$ cat src/rtl/fetch_unit.sv
// Instruction fetch front end.
// The unit issues one-cycle-latency reads to the synchronous instruction
// memory from a word-addressed program counter. Returned words are queued in
// a small prefetch FIFO, and decode drains that FIFO over a valid/ready
// handshake. A redirect flushes the queue and refetches from a new target.
// Halt stops new issue but still lets the queue drain.
//
// state   | meaning
// --------+----------------------------------------------------------
// S_IDLE  | out of reset, no fetching until start_i
// S_RUN   | issuing reads whenever the prefetch queue has room
// S_HALTED| issue stopped; in-flight beat and queue still drain

module fetch_unit #(
    parameter int                    ADDR_WIDTH = 11,
    parameter int                    DEPTH      = 2,
    parameter logic [ADDR_WIDTH-1:0] RESET_PC   = '0
) (
    input  logic                  clk_i,
    input  logic                  rst_ni,
    input  logic                  start_i,
    input  logic                  halt_i,
    input  logic                  redirect_i,
    input  logic [ADDR_WIDTH-1:0] redirect_pc_i,
    output logic                  mem_en_o,
    output logic                  mem_wr_o,
    output logic [ADDR_WIDTH-1:0] mem_addr_o,
    output logic [31:0]           mem_data_o,
    input  logic [31:0]           mem_data_i,
    output logic [31:0]           instr_o,
    output logic [ADDR_WIDTH-1:0] instr_pc_o,
    output logic                  instr_valid_o,
    input  logic                  instr_ready_i
);

    // Pointer width for the circular buffer and width of the occupancy counter.
    localparam int PW = (DEPTH > 1) ? $clog2(DEPTH) : 1;
    localparam int CW = $clog2(DEPTH + 1);

    typedef enum logic [1:0] {
        S_IDLE   = 2'd0,
        S_RUN    = 2'd1,
        S_HALTED = 2'd2
    } state_t;

    state_t                r_state;
    logic [ADDR_WIDTH-1:0] r_pc;
    logic                  r_mem_en;
    logic [ADDR_WIDTH-1:0] r_mem_addr;
    logic                  r_inflight;
    logic                  r_kill;

    logic [31:0]           r_data_q [DEPTH];
    logic [ADDR_WIDTH-1:0] r_tag_q  [DEPTH];
    logic [PW-1:0]         r_rd_ptr;
    logic [PW-1:0]         r_wr_ptr;
    logic [CW-1:0]         r_count;

    logic                  w_valid;
    logic                  w_pop;
    logic                  w_push;
    logic [CW:0]           w_occ;
    logic                  w_issue;

    // Handshake and issue gating. The occupancy that matters for issue is
    // the queue fill plus the beat still in memory, minus whatever decode
    // takes this cycle. This keeps a slot reserved for every outstanding read.
    assign w_valid = (r_count != '0);
    assign w_pop   = w_valid && instr_ready_i;
    assign w_push  = r_inflight && !r_kill && !redirect_i;
    assign w_occ   = {1'b0, r_count} + (CW+1)'(r_inflight) - (CW+1)'(w_pop);
    assign w_issue = (r_state == S_RUN) && !halt_i && !redirect_i
                     && (w_occ < (CW+1)'(DEPTH));

    // Control FSM: halt wins over start. A redirect does not change the state.
    always_ff @(posedge clk_i or negedge rst_ni) begin
        if (!rst_ni) begin
            r_state <= S_IDLE;
        end else begin
            case (r_state)
                S_IDLE: begin
                    if (start_i && !halt_i) r_state <= S_RUN;
                end
                S_RUN: begin
                    if (halt_i) r_state <= S_HALTED;
                end
                S_HALTED: begin
                    if (start_i && !halt_i) r_state <= S_RUN;
                end
                default: r_state <= S_IDLE;
            endcase
        end
    end

    // Request side: program counter, registered memory request, in-flight flag.
    always_ff @(posedge clk_i or negedge rst_ni) begin
        if (!rst_ni) begin
            r_pc       <= RESET_PC;
            r_mem_en   <= 1'b0;
            r_mem_addr <= '0;
            r_inflight <= 1'b0;
        end else begin
            r_mem_en   <= w_issue;
            r_inflight <= w_issue;
            if (w_issue) begin
                r_mem_addr <= r_pc;
                r_pc       <= r_pc + ADDR_WIDTH'(1);
            end
            if (redirect_i) begin
                r_pc <= redirect_pc_i;
            end
        end
    end

    // Kill marks a beat that will be in memory after a flush edge so its
    // response is dropped. Redirect also suppresses issue, so today this only
    // matters if that gate changes; the discard path stays independent of it.
    always_ff @(posedge clk_i or negedge rst_ni) begin
        if (!rst_ni) begin
            r_kill <= 1'b0;
        end else if (redirect_i) begin
            r_kill <= w_issue;
        end else if (r_inflight) begin
            r_kill <= 1'b0;
        end
    end

    // Queue bookkeeping. A flush clears everything; a pop in the same cycle
    // is simply absorbed by the clear.
    always_ff @(posedge clk_i or negedge rst_ni) begin
        if (!rst_ni) begin
            r_rd_ptr <= '0;
            r_wr_ptr <= '0;
            r_count  <= '0;
        end else if (redirect_i) begin
            r_rd_ptr <= '0;
            r_wr_ptr <= '0;
            r_count  <= '0;
        end else begin
            if (w_push) r_wr_ptr <= r_wr_ptr + PW'(1);
            if (w_pop)  r_rd_ptr <= r_rd_ptr + PW'(1);
            r_count <= r_count + CW'(w_push) - CW'(w_pop);
        end
    end

    // Queue storage. It is only written while a read is outstanding, so a
    // floating bus is never captured. It needs no reset because the outputs
    // are gated by valid.
    always_ff @(posedge clk_i) begin
        if (w_push) begin
            r_data_q[r_wr_ptr] <= mem_data_i;
            r_tag_q[r_wr_ptr]  <= r_mem_addr;
        end
    end

    assign mem_en_o      = r_mem_en;
    assign mem_addr_o    = r_mem_addr;
    assign mem_wr_o      = 1'b0;
    assign mem_data_o    = 32'h0;
    assign instr_valid_o = w_valid;
    assign instr_o       = w_valid ? r_data_q[r_rd_ptr] : 32'h0;
    assign instr_pc_o    = w_valid ? r_tag_q[r_rd_ptr]  : '0;

    // The issue rule reserves a slot for every read. A push into a full
    // queue without a matching pop would mean that bookkeeping is broken.
    a_no_overflow : assert property (@(posedge clk_i) disable iff (!rst_ni)
        !(w_push && !w_pop && (r_count == CW'(DEPTH))));

endmodule

$ cat config.mk
export PLATFORM = sky130hd
export DESIGN_NAME = fetch_unit
export DESIGN_NICKNAME = d
export VERILOG_FILES = /design/src/rtl/fetch_unit.sv
export SDC_FILE = /design/constraint.sdc
export NUM_CORES = 1
export LEC_CHECK = 0
export CAP_MARGIN = 30
export CORE_ASPECT_RATIO = 0.7
export CORE_UTILIZATION = 43
export CTS_CLUSTER_DIAMETER = 100
export CTS_CLUSTER_SIZE = 40
export DETAILED_ROUTE_END_ITERATION = 7
export PLACE_DENSITY_LB_ADDON = 0.25
export SYNTH_ARGS = -nofsm -noshare
export SYNTH_HDL_FRONTEND = slang
export SYNTH_SLANG_ARGS = --single-unit
$ cat constraint.sdc
create_clock -name clk_i -period 2.8 [get_ports clk_i]
set_input_delay 0.28 -clock clk_i [delete_from_list [all_inputs] [get_ports clk_i]]
set_output_delay 0.28 -clock clk_i [all_outputs]
set_load 0.1 [all_outputs]
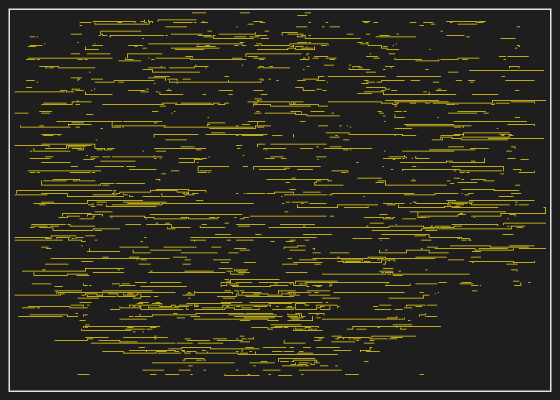
**Above:** the metal 1 layer.
main direction = horizontal
longest straight run = 30.4 µm
nets with wire on the layer = 446
wire length on this layer = 4,600 µm
share of all routed wire = 47%
final wirelength: 9710 µm
global-route track usage on met1: 23.4%
vias: 3,012

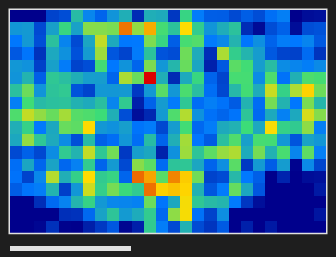
**Above:** wiring heat map.
The bar under the picture is 50 µm long. 26 x 18 tiles, from dark blue (low) to red (high), scaled to the fullest tile. Values are wire area over tile area, all layers added.
nearly empty tiles = 8.8%
mean over tiles = 0.13
emptiest ninth of the die = lower right
GRT Util Overall: 17.6%
mean routed wirelength per cell: 15.1 µm

==> ci_impl_report.md <==
### Metrics collected by this job

| Metric | Value |
|---|---|
| Outcome | `complete, no violations` |
| Post-Place Setup Slack | `-0.0822 ns` |
| Yosys adder share | `1.17%` |
| Min Tclk post-route | `2.68 ns` |
| Reg2reg path depth | `9` |
| CP most frequent cell | `nor2_4` |
| Yosys simple share | `8.87%` |
| Compound-Gate Fraction of Synth Area | `1.90%` |
| Die area | `0.0119 mm²` |
| FP Core Util | `44.5%` |
| Top FF cell, synth | `edfxtp_1` |
| Actual slew at the worst max-slew pin | `0.779 ns` |
| Placer Congestion | `0.843` |
| Max cap viols | `0` |
| Most used routing layer | `met2` |
| Final Instance Area | `0.00666 mm²` |
| Last element of the critical path | `mem_addr_o[3]` |
| Row count | `32` |
| LEAKAGE | `2.55 nW` |
| Crit path arrival time | `2.95 ns` |
| Comb area leader | `multiplexers` |
| Worst path depth | `9` |
| DR DRC count | `0` |
| Comb power frac | `36.8%` |
| Clock transition at path regs | `0.05 ns` |
| Cells after DPL | `a little over 600` |
| Layout Nets | `530` |
| Met3 GRT Util | `between 5 and 6%` |
| Cts hold-fix bufs | `0` |
| Total power | `0.00697 W` |
| Final setup violation count | `0` |
| Vias in the first global route | `approximately 3,000` |
| Mean area per synthesized cell | `around 14 µm²` |
| Post-CTS setup buffers | `0` |
| Area share, top type | `52.3%` |
| Final Max Tran Viols | `0` |
| Hold crit path type | `input port to async pin` |
| RSZ-0062 raised after global routing | `false` |
| Post-CTS Resized | `0` |
| Filler-free cell count of the finished design | `643` |
| Net Sw Power | `between 0.002 and 0.003 W` |
| Total CTS buffers | `17` |
| Drt pass-1 iters | `4` |
| Fin worst setup slack | `0.125 ns` |
| Final hold viol count | `0` |
| Antenna-violating nets left | `0` |
| Die X | `130 µm` |
| Synthesis-to-finish area growth | `35.0%` |
| Share of cells above drive strength 1 | `24.5%` |
| Largest net degree at the start of global routing | `roughly 44` |
| Switching share of power | `40.4%` |
| Area leader, netlist | `edfxtp_1` |
| Initial antenna violation count | `0` |
| Fillers | `about 910` |
| GRT overflow | `0` |
| Worst-skew pair later-pin latency | `0.40 ns` |
| Clk root buf | `clkbuf_16` |
| Critical Path End Type | `flop` |
| Post-DP HPWL | `6330 µm` |
| Synthesized area | `0.00494 mm²` |
| Top Layout Cells | `edfxtp_1 (86), buf_4 (65), nor2_1 (50), clkdlybuf4s50_1 (48), mux2i_1 (44)` |
| CTS tree | `built` |
| H-tree depth | `4` |
| XOR Share, Synth | `between 2 and 2.5%` |
| Tool Warnings | `27` |
| Count of buffers from port buffering | `104` |
| Worst path cell trace | `nor2_4 > clkinvlp_4 > and2_4 > nor2b_4 > fa_1 > and4bb_2 > nand2_2 > nor2_4 > mux2_2` |
| Total number of yosys warnings | `0` |
| Worst R2R End | `mem_addr_o[3]` |
| Netlist cell types | `36` |
| Clk pwr share | `between 30% and 40%` |
| Die y size | `91.6 µm` |
| Setup_tns | `0 ns` |
| R2R setup slack | `about 0.12 ns` |
| Worst Setup Path Type | `flop to flop` |
| Register share after synthesis | `between 60 and 70%` |
| Io pins | `around 140` |
| Via density | `4.68` |
| Antenna fix cells | `0` |
| Pwr/cell area | `1050 mW/mm²` |
| Crit path buffers/inverters | `1` |
| Period utilization | `95.5%` |
| Met2 Use GR | `26.9%` |
| First-pass GRT wire length | `15,400 µm` |
| CP delay by family, top | `simple AND/OR/NAND/NOR gates` |
| FF+latch count, synth | `116` |
| CP max FO | `12` |
| Maximum vdd drop | `0.785 mV` |
| Min Hold Slack | `0.289 ns` |
| Top cells, area | `edfxtp_1 (52%), dfrtp_1 (15%), mux2i_1 (8.9%)` |
| Startpoint Class | `flop` |
| Sequential power share | `around a third` |
| Slowest library cell on the worst path | `fa_1` |
| Maximum root-to-sink buffer count | `2` |
| Final core occ | `about three fifths` |
| Yosys Instances | `about 360` |
| CTS Sinks | `116` |
| Fmax | `about 370 MHz` |
| Asr flop ratio synth | `25.9%` |
| Start point of the critical path | `r_count[1]` |
| Post-DP Area | `approximately 0.0061 mm²` |
| CP max stage delay | `0.53 ns` |
| Worst R2R Start | `r_count[1]` |
| 1st-iter DRT viols | `101` |
| Mux cell area share after synthesis | `between 10% and 20%` |
| Max-slew headroom | `47.9%` |
| P_int | `about 0.0042 W` |
| Post-synth area from yosys stat | `0.00494 mm²` |
| Final Skew | `0.00479 ns` |
| EDFF count, synth | `about 86` |
| Most numerous logic cell after layout | `edfxtp_1` |
| Cells after Synth | `355` |
| Req. time, crit path | `3.08 ns` |
| Core Area | `0.0111 mm²` |
layer usage:
layer | vias up | part of all wire, %
li1 | 1441 | -
met1 | 1482 | 47
met2 | 80 | 46
met3 | 9 | 5.2
met4 | 0 | 1.1
met5 | - | 0
synth_stat cells (3+ instances only):
| library cell | n |
|---|---|
| xor2_1 | 4 |
| mux2_2 | 7 |
| clkbuf_1 | 8 |
| nor4_1 | 5 |
| xnor2_1 | 9 |
| mux2_1 | 4 |
| edfxtp_1 | 86 |
| nand2_1 | 16 |
| buf_2 | 4 |
| mux2i_1 | 44 |
| nor2b_1 | 4 |
| inv_1 | 7 |
| dfrtp_1 | 30 |
| nor2_1 | 53 |
| o21ai_0 | 9 |
| ha_1 | 3 |
| buf_4 | 34 |
| nand3_1 | 5 |
final cells by class:
| type | count | area, µm² | area share [%] |
|---|---|---|---|
| Clock buffer | 20 | 437 | 6.55 |
| Clock inverter | 12 | 161 | 2.42 |
| Inverter | 7 | 30.0 | 0.451 |
| Multi-Input combinational cell | 218 | 1460 | 21.9 |
| Sequential cell | 116 | 3340 | 50.1 |
| Tap cell | 153 | 191 | 2.87 |
| Timing Repair Buffer | 117 | 1050 | 15.7 |
power by group through the flow:
stage               Sequential [W]  Combinational, W  Clock (W)
finish                     0.00222           0.00256    0.00218
global route               0.00225           0.00267    0.00230
CTS                        0.00223           0.00258    0.00222
detailed placement         0.00226           0.00258          0
global placement           0.00225           0.00256          0
floorplan                  0.00276           0.00151          0
flip-flops by register name, summed over array words and instances, names as in the netlist:
| register | cells |
|---|---|
| r_data_q | 64 |
| r_tag_q | 22 |
| mem_addr_o | 11 |
| r_pc | 11 |
| r_count | 2 |
| r_state | 2 |
| r_inflight | 1 |
| r_kill | 1 |
| r_rd_ptr | 1 |
| r_wr_ptr | 1 |
Power and IR drop assume default switching activity.
